===== src/rtl/sine_pkg.sv =====
// Shared constants and state type for the sine generator / period meter pair.
package sine_pkg;

    localparam int DATA_W   = 8;
    localparam int MIDPOINT = 127;

    typedef enum logic {
        SEEK    = 1'b0,
        MEASURE = 1'b1
    } meter_state_t;

endpackage


===== src/rtl/sine_hyst_cmp.sv =====
// Hysteresis comparator: tracks which side of the mid band the waveform is on and flags
// rising crossings. rearm forces the "high" state so a fresh low sample is needed again.
module sine_hyst_cmp #(
    parameter int W     = sine_pkg::DATA_W,
    parameter int HI_TH = sine_pkg::MIDPOINT + 4,
    parameter int LO_TH = sine_pkg::MIDPOINT - 4
) (
    input  logic         clk,
    input  logic         rst_n,
    input  logic         valid,
    input  logic         rearm,
    input  logic [W-1:0] sample,
    output logic         rise_evt
);

    localparam logic [W-1:0] HI_LVL = W'(HI_TH);
    localparam logic [W-1:0] LO_LVL = W'(LO_TH);

    logic hi_q;
    logic above;
    logic below;

    assign above    = (sample >= HI_LVL);
    assign below    = (sample <= LO_LVL);
    assign rise_evt = valid && !hi_q && above;

    always_ff @(posedge clk) begin
        if (!rst_n) begin
            hi_q <= 1'b1;
        end else if (rearm) begin
            hi_q <= 1'b1;
        end else if (valid) begin
            if (above) begin
                hi_q <= 1'b1;
            end else if (below) begin
                hi_q <= 1'b0;
            end
        end
    end

endmodule


===== src/rtl/sine_period_meter.sv =====
// Period meter for a sampled, mid-scale-centred waveform: counts accepted samples between
// rising hysteresis crossings. Define SINE_METER_PEAK_EN to also report per-period max/min.
//
//  state   | meaning
//  --------+----------------------------------------------------------------
//  SEEK    | waiting for the first rising crossing; no period running
//  MEASURE | counting samples since the last crossing; locked asserted
module sine_period_meter #(
    parameter int DATA_W     = sine_pkg::DATA_W,
    parameter int MIDPOINT   = sine_pkg::MIDPOINT,
    parameter int HYST       = 4,
    parameter int CNT_W      = 16,
    parameter int MAX_PERIOD = 65535
) (
    input  logic              clk,
    input  logic              rst_n,
    input  logic              sample_valid,
    input  logic [DATA_W-1:0] sample,
    output logic [CNT_W-1:0]  period,
    output logic [DATA_W-1:0] vmax,
    output logic [DATA_W-1:0] vmin,
    output logic              meas_valid,
    output logic              locked,
    output logic              timeout
);
    import sine_pkg::*;

    localparam logic [0:0]       ST_SEEK    = 1'(SEEK);
    localparam logic [0:0]       ST_MEASURE = 1'(MEASURE);
    localparam logic [CNT_W-1:0] CNT_MAX    = CNT_W'(MAX_PERIOD);
    localparam logic [CNT_W-1:0] CNT_ONE    = CNT_W'(1);

    logic [0:0]       state;
    logic [CNT_W-1:0] cnt;
    logic             rise_evt;
    logic             at_max;
    logic             rearm;

    assign at_max = (cnt == CNT_MAX);
    // A timeout abandons the cycle; the comparator must see a low sample before re-locking.
    assign rearm  = (state == ST_MEASURE) && sample_valid && !rise_evt && at_max;

    sine_hyst_cmp #(
        .W     (DATA_W),
        .HI_TH (MIDPOINT + HYST),
        .LO_TH (MIDPOINT - HYST)
    ) u_hyst (
        .clk      (clk),
        .rst_n    (rst_n),
        .valid    (sample_valid),
        .rearm    (rearm),
        .sample   (sample),
        .rise_evt (rise_evt)
    );

    always_ff @(posedge clk) begin
        if (!rst_n) begin
            state      <= ST_SEEK;
            cnt        <= '0;
            period     <= '0;
            meas_valid <= 1'b0;
            locked     <= 1'b0;
            timeout    <= 1'b0;
        end else begin
            meas_valid <= 1'b0;
            timeout    <= 1'b0;
            if (sample_valid) begin
                if (state == ST_SEEK) begin
                    if (rise_evt) begin
                        state  <= ST_MEASURE;
                        cnt    <= CNT_ONE;
                        locked <= 1'b1;
                    end
                end else begin
                    // A crossing on the terminal sample still yields a valid MAX_PERIOD result.
                    if (rise_evt) begin
                        period     <= cnt;
                        meas_valid <= 1'b1;
                        cnt        <= CNT_ONE;
                    end else if (at_max) begin
                        timeout <= 1'b1;
                        state   <= ST_SEEK;
                        locked  <= 1'b0;
                        cnt     <= '0;
                    end else begin
                        cnt <= cnt + CNT_ONE;
                    end
                end
            end
        end
    end

`ifdef SINE_METER_PEAK_EN
    logic [DATA_W-1:0] cur_max;
    logic [DATA_W-1:0] cur_min;
    logic [DATA_W-1:0] vmax_q;
    logic [DATA_W-1:0] vmin_q;

    // The running extremes restart at every crossing, including the one that locks.
    always_ff @(posedge clk) begin
        if (!rst_n) begin
            cur_max <= '0;
            cur_min <= '0;
            vmax_q  <= '0;
            vmin_q  <= '0;
        end else if (sample_valid && rise_evt) begin
            if (state == ST_MEASURE) begin
                vmax_q <= cur_max;
                vmin_q <= cur_min;
            end
            cur_max <= sample;
            cur_min <= sample;
        end else if (sample_valid && (state == ST_MEASURE) && !at_max) begin
            if (sample > cur_max) begin
                cur_max <= sample;
            end
            if (sample < cur_min) begin
                cur_min <= sample;
            end
        end
    end

    assign vmax = vmax_q;
    assign vmin = vmin_q;
`else
    assign vmax = '0;
    assign vmin = '0;
`endif

endmodule


===== config.mk =====
export PLATFORM = sky130hd
export DESIGN_NAME = sine_period_meter
export DESIGN_NICKNAME = d
export VERILOG_FILES = /design/src/rtl/sine_pkg.sv /design/src/rtl/sine_hyst_cmp.sv /design/src/rtl/sine_period_meter.sv
export SDC_FILE = /design/constraint.sdc
export NUM_CORES = 1
export LEC_CHECK = 0
export CAP_MARGIN = 0
export CELL_PAD_IN_SITES_DETAIL_PLACEMENT = 1
export CELL_PAD_IN_SITES_GLOBAL_PLACEMENT = 1
export CORE_MARGIN = 2
export CORE_UTILIZATION = 49
export DETAILED_ROUTE_END_ITERATION = 10
export DONT_BUFFER_PORTS = 1
export PLACE_DENSITY = 0.89
export RECOVER_POWER = 50
export SLEW_MARGIN = 30
export SYNTH_ARGS = -nofsm -noshare
export SYNTH_HDL_FRONTEND = slang
export SYNTH_SLANG_ARGS = --single-unit

===== constraint.sdc =====
create_clock -name clk -period 4.3 [get_ports clk]
set_input_delay 1.29 -clock clk [delete_from_list [all_inputs] [get_ports clk]]
set_output_delay 1.29 -clock clk [all_outputs]
set_load 0.03 [all_outputs]

### Metal layers overlaid, run 1

(4 px per um) Only two layers are drawn.
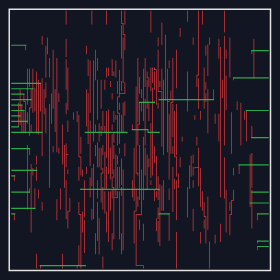
legend:
  M2:
    colour: red
    wire_length: 2000 um
  M3:
    colour: green
    wire_length: 181 um

### Nets reached from selected ports, run 1

(4 px per um)
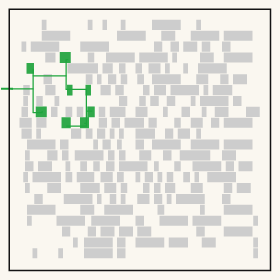
legend:
  sample_valid:
    colour: green
    bits: 1
    direction: input
    end_cells: 8
    wire: 56.0 um

### Signal wires on met2, run 1

(8 px per um)
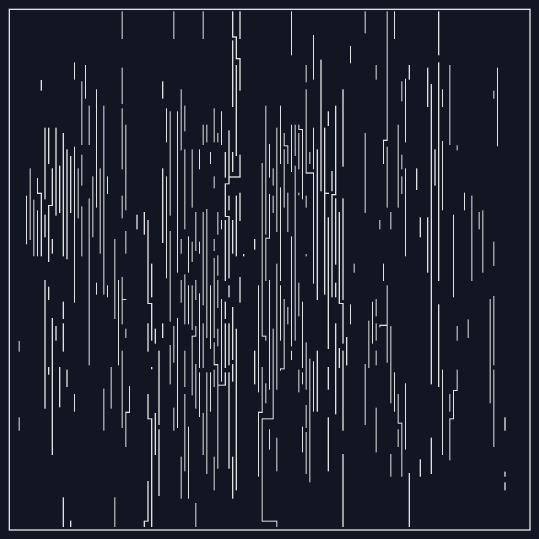
main direction: vertical
longest straight run: 37.4 um
nets with wire on the layer: 190
share of all routed wire: 51%
wire length on this layer: 2000 um

### I/O pins on the die edge, run 1

(8 px per um) Pins as bars across the die edge, other pins in grey.
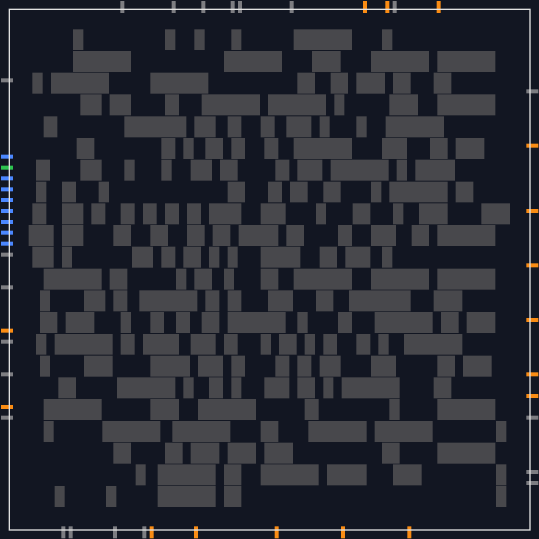
legend:
  sample_valid:
    colour: green
    pins: 1
    direction: input
    edge: left
  period:
    colour: orange
    pins: 16
    direction: output
    edge: 6 right, 5 bottom, 3 top, 2 left
  sample:
    colour: blue
    pins: 8
    direction: input
    edge: left

==> run summary, run 1 <==
Minimum clock period = 2.85 ns
WL met2 = 2000 um
Leading cell types by count after synthesis = 37 x dfxtp_1, 17 x buf_4, 16 x mux2i_1, 16 x nor2b_1
Yosys xor share = 3.37%
Critical-path cell list = nand2_1 -> a211oi_1 -> clkbuf_1 -> mux2i_1 -> nor2b_1
Main logic family = simple AND/OR/NAND/NOR gates
Routed met3 length = 180 um
Registers, synthesis = 37
Max-slew violations = 0
Mapped Area = 1820 um2
Relative slew slack = 19.5%
Simple-Gate Fraction of Synth Area = 25.6%
Worst setup EP type = flip-flop
Cells after DPL = 241
Unrepaired setup endpoints after global routing = no
Status = completed
First-pass DRT Iterations = 3
Yosys Chip Area = 1820 um2
CP Launch Point = sample_valid
R2R Path Start = state
Sequential power share = 56.9%
Global-route met3 utilization = 5.21%
Crit path launch type = primary input
Fill count = 437
Vias per cell = 5.65
Final Hold Vio Count = 0
Invs w/o clock = 3
Crit path DRT = 4.48 ns
Clock network power share = 37.8%
Vias in the first global route = 1461
### Cell outlines without signal wires, run 1

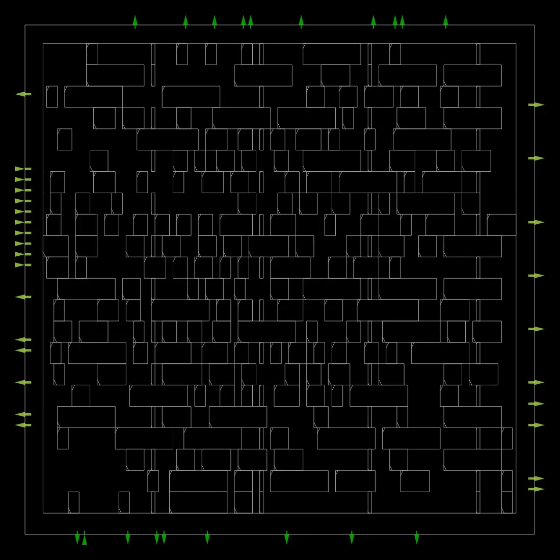

==> run 1 -> run 2 <==
- CORE_UTILIZATION: 49 -> 46
- PLACE_DENSITY: 0.89 -> 0.84
- clock period: 4.3 -> 2.8 ns (I/O delays scaled with it)
### Cell outlines without signal wires, run 2

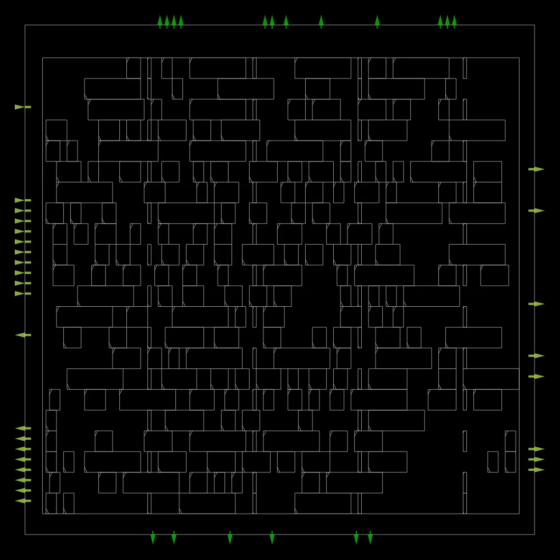
final cell count without fillers: 250
fill count: 462

==> run 2 against run 1 <==
Die size increased by 6.1%. Sequential cell count unchanged. Sequential share of layout area decreased by 0.81 points. Synthesized cell count unchanged. Critical path depth unchanged. First-iteration DRC count decreased by 30%. Register-to-register slack got worse by 1.1 ns. Clock power increased by 73%. Via count increased by 3.0%. Synthesized area unchanged. Combinational power increased by 58%. Largest cell class unchanged. Clock-buffer cell count increased by 1.
==> run summary, run 2 <==
Status = completed
Dominant Register Cell = dfxtp_1
Crit path launch type = primary input
Area of the multi-input gates = 968 um2
Top layer in use = met4
Worst Hold End = u_hyst.hi_q
Main logic family = simple AND/OR/NAND/NOR gates
Leading cell types by count after synthesis = 37 x dfxtp_1, 17 x buf_4, 16 x mux2i_1, 16 x nor2b_1
Invs w/o clock = 3
WL met2 = 2090 um
Critical-path cell list = a211oi_1 -> a22oi_1 -> clkbuf_1 -> nand4b_1 -> o2bb2ai_1
Vias per cell = 5.79
Post-Syn Instances = 201
EDFF count, synth = 0
R2R Path Start = cnt[0]
Minimum clock period = 2.16 ns
Registers, synthesis = 37
Mapped Area = 1820 um2
Post-CTS setup buffer count = 0
R2r setup slk = 0.86 ns
Yosys xor share = 3.37%
VDD IR max = 217 uV
Yosys Chip Area = 1820 um2
Simple-Gate Fraction of Synth Area = 25.6%
Final Hold Vio Count = 0
Relative slew slack = 52.1%
Max-slew violations = 0
Aggregate global routing overflow = 0
Worst setup EP type = flip-flop
CP Launch Point = sample[1]
Unrepaired setup endpoints after global routing = no
Met2 Track Usage GR = 34.8%
Sequential power share = 54.1%
Global-route met3 utilization = 6.25%
PnR worst setup slack = 0.642 ns
Crit path DRT = 3.02 ns
Vias in the first global route = 1473
Routed met3 length = 205 um
### Metal layers overlaid, run 2

(4 px per um) Only two layers are drawn.
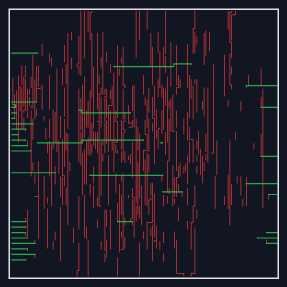

==> run 2 -> run 3 <==
- clock period: 2.8 -> 2.2 ns (I/O delays scaled with it)
### Metal layers overlaid, run 3

(4 px per um) Only two layers are drawn.
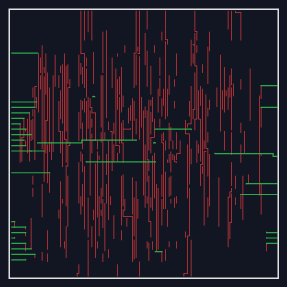
legend:
  M2:
    colour: red
    wire_length: 2090 um
  M3:
    colour: green
    wire_length: 187 um

==> run 3 against run 2 <==
Design area rose by 0.79%. Combinational power rose by 36%. Largest cell class unchanged. Critical path depth fell by 1. Highest routed layer unchanged.
==> run summary, run 3 <==
Simple-Gate Fraction of Synth Area = 25.6%
Max-slew violations = 0
VDD IR max = 286 uV
Final cell count without fillers = 253
Post-Syn Instances = 201
Registers, synthesis = 37
Mapped Area = 1820 um2
Met2 Track Usage GR = 35.3%
Global-route met3 utilization = 4.73%
Dominant Register Cell = dfxtp_1
Worst setup EP type = flip-flop
First-pass GRT wire length = 6670 um
Status = completed
Minimum clock period = 1.98 ns
Main logic family = simple AND/OR/NAND/NOR gates
Yosys xor share = 3.37%
Vias in the first global route = 1451
Fill count = 473
Unrepaired setup endpoints after global routing = no
Sequential power share = 55.6%
Crit path launch type = flip-flop
Aggregate global routing overflow = 0
Leading cell types by count after synthesis = 37 x dfxtp_1, 17 x buf_4, 16 x mux2i_1, 16 x nor2b_1
CP Launch Point = cnt[3]
Vias per cell = 5.60
EDFF count, synth = 0
Area of the multi-input gates = 968 um2
Critical-path cell list = nand4_1 -> nor4_1 -> a21boi_0 -> o21a_1
Routed met3 length = 187 um
First-pass DRT Iterations = 4
R2R Path Start = cnt[3]
Post-CTS setup buffer count = 0
Top layer in use = met4
WL met2 = 2090 um
R2r setup slk = 0.22 ns
Final Hold Vio Count = 0
Multi-input comb cells = 151
Power is estimated from default activity; no workload was simulated.
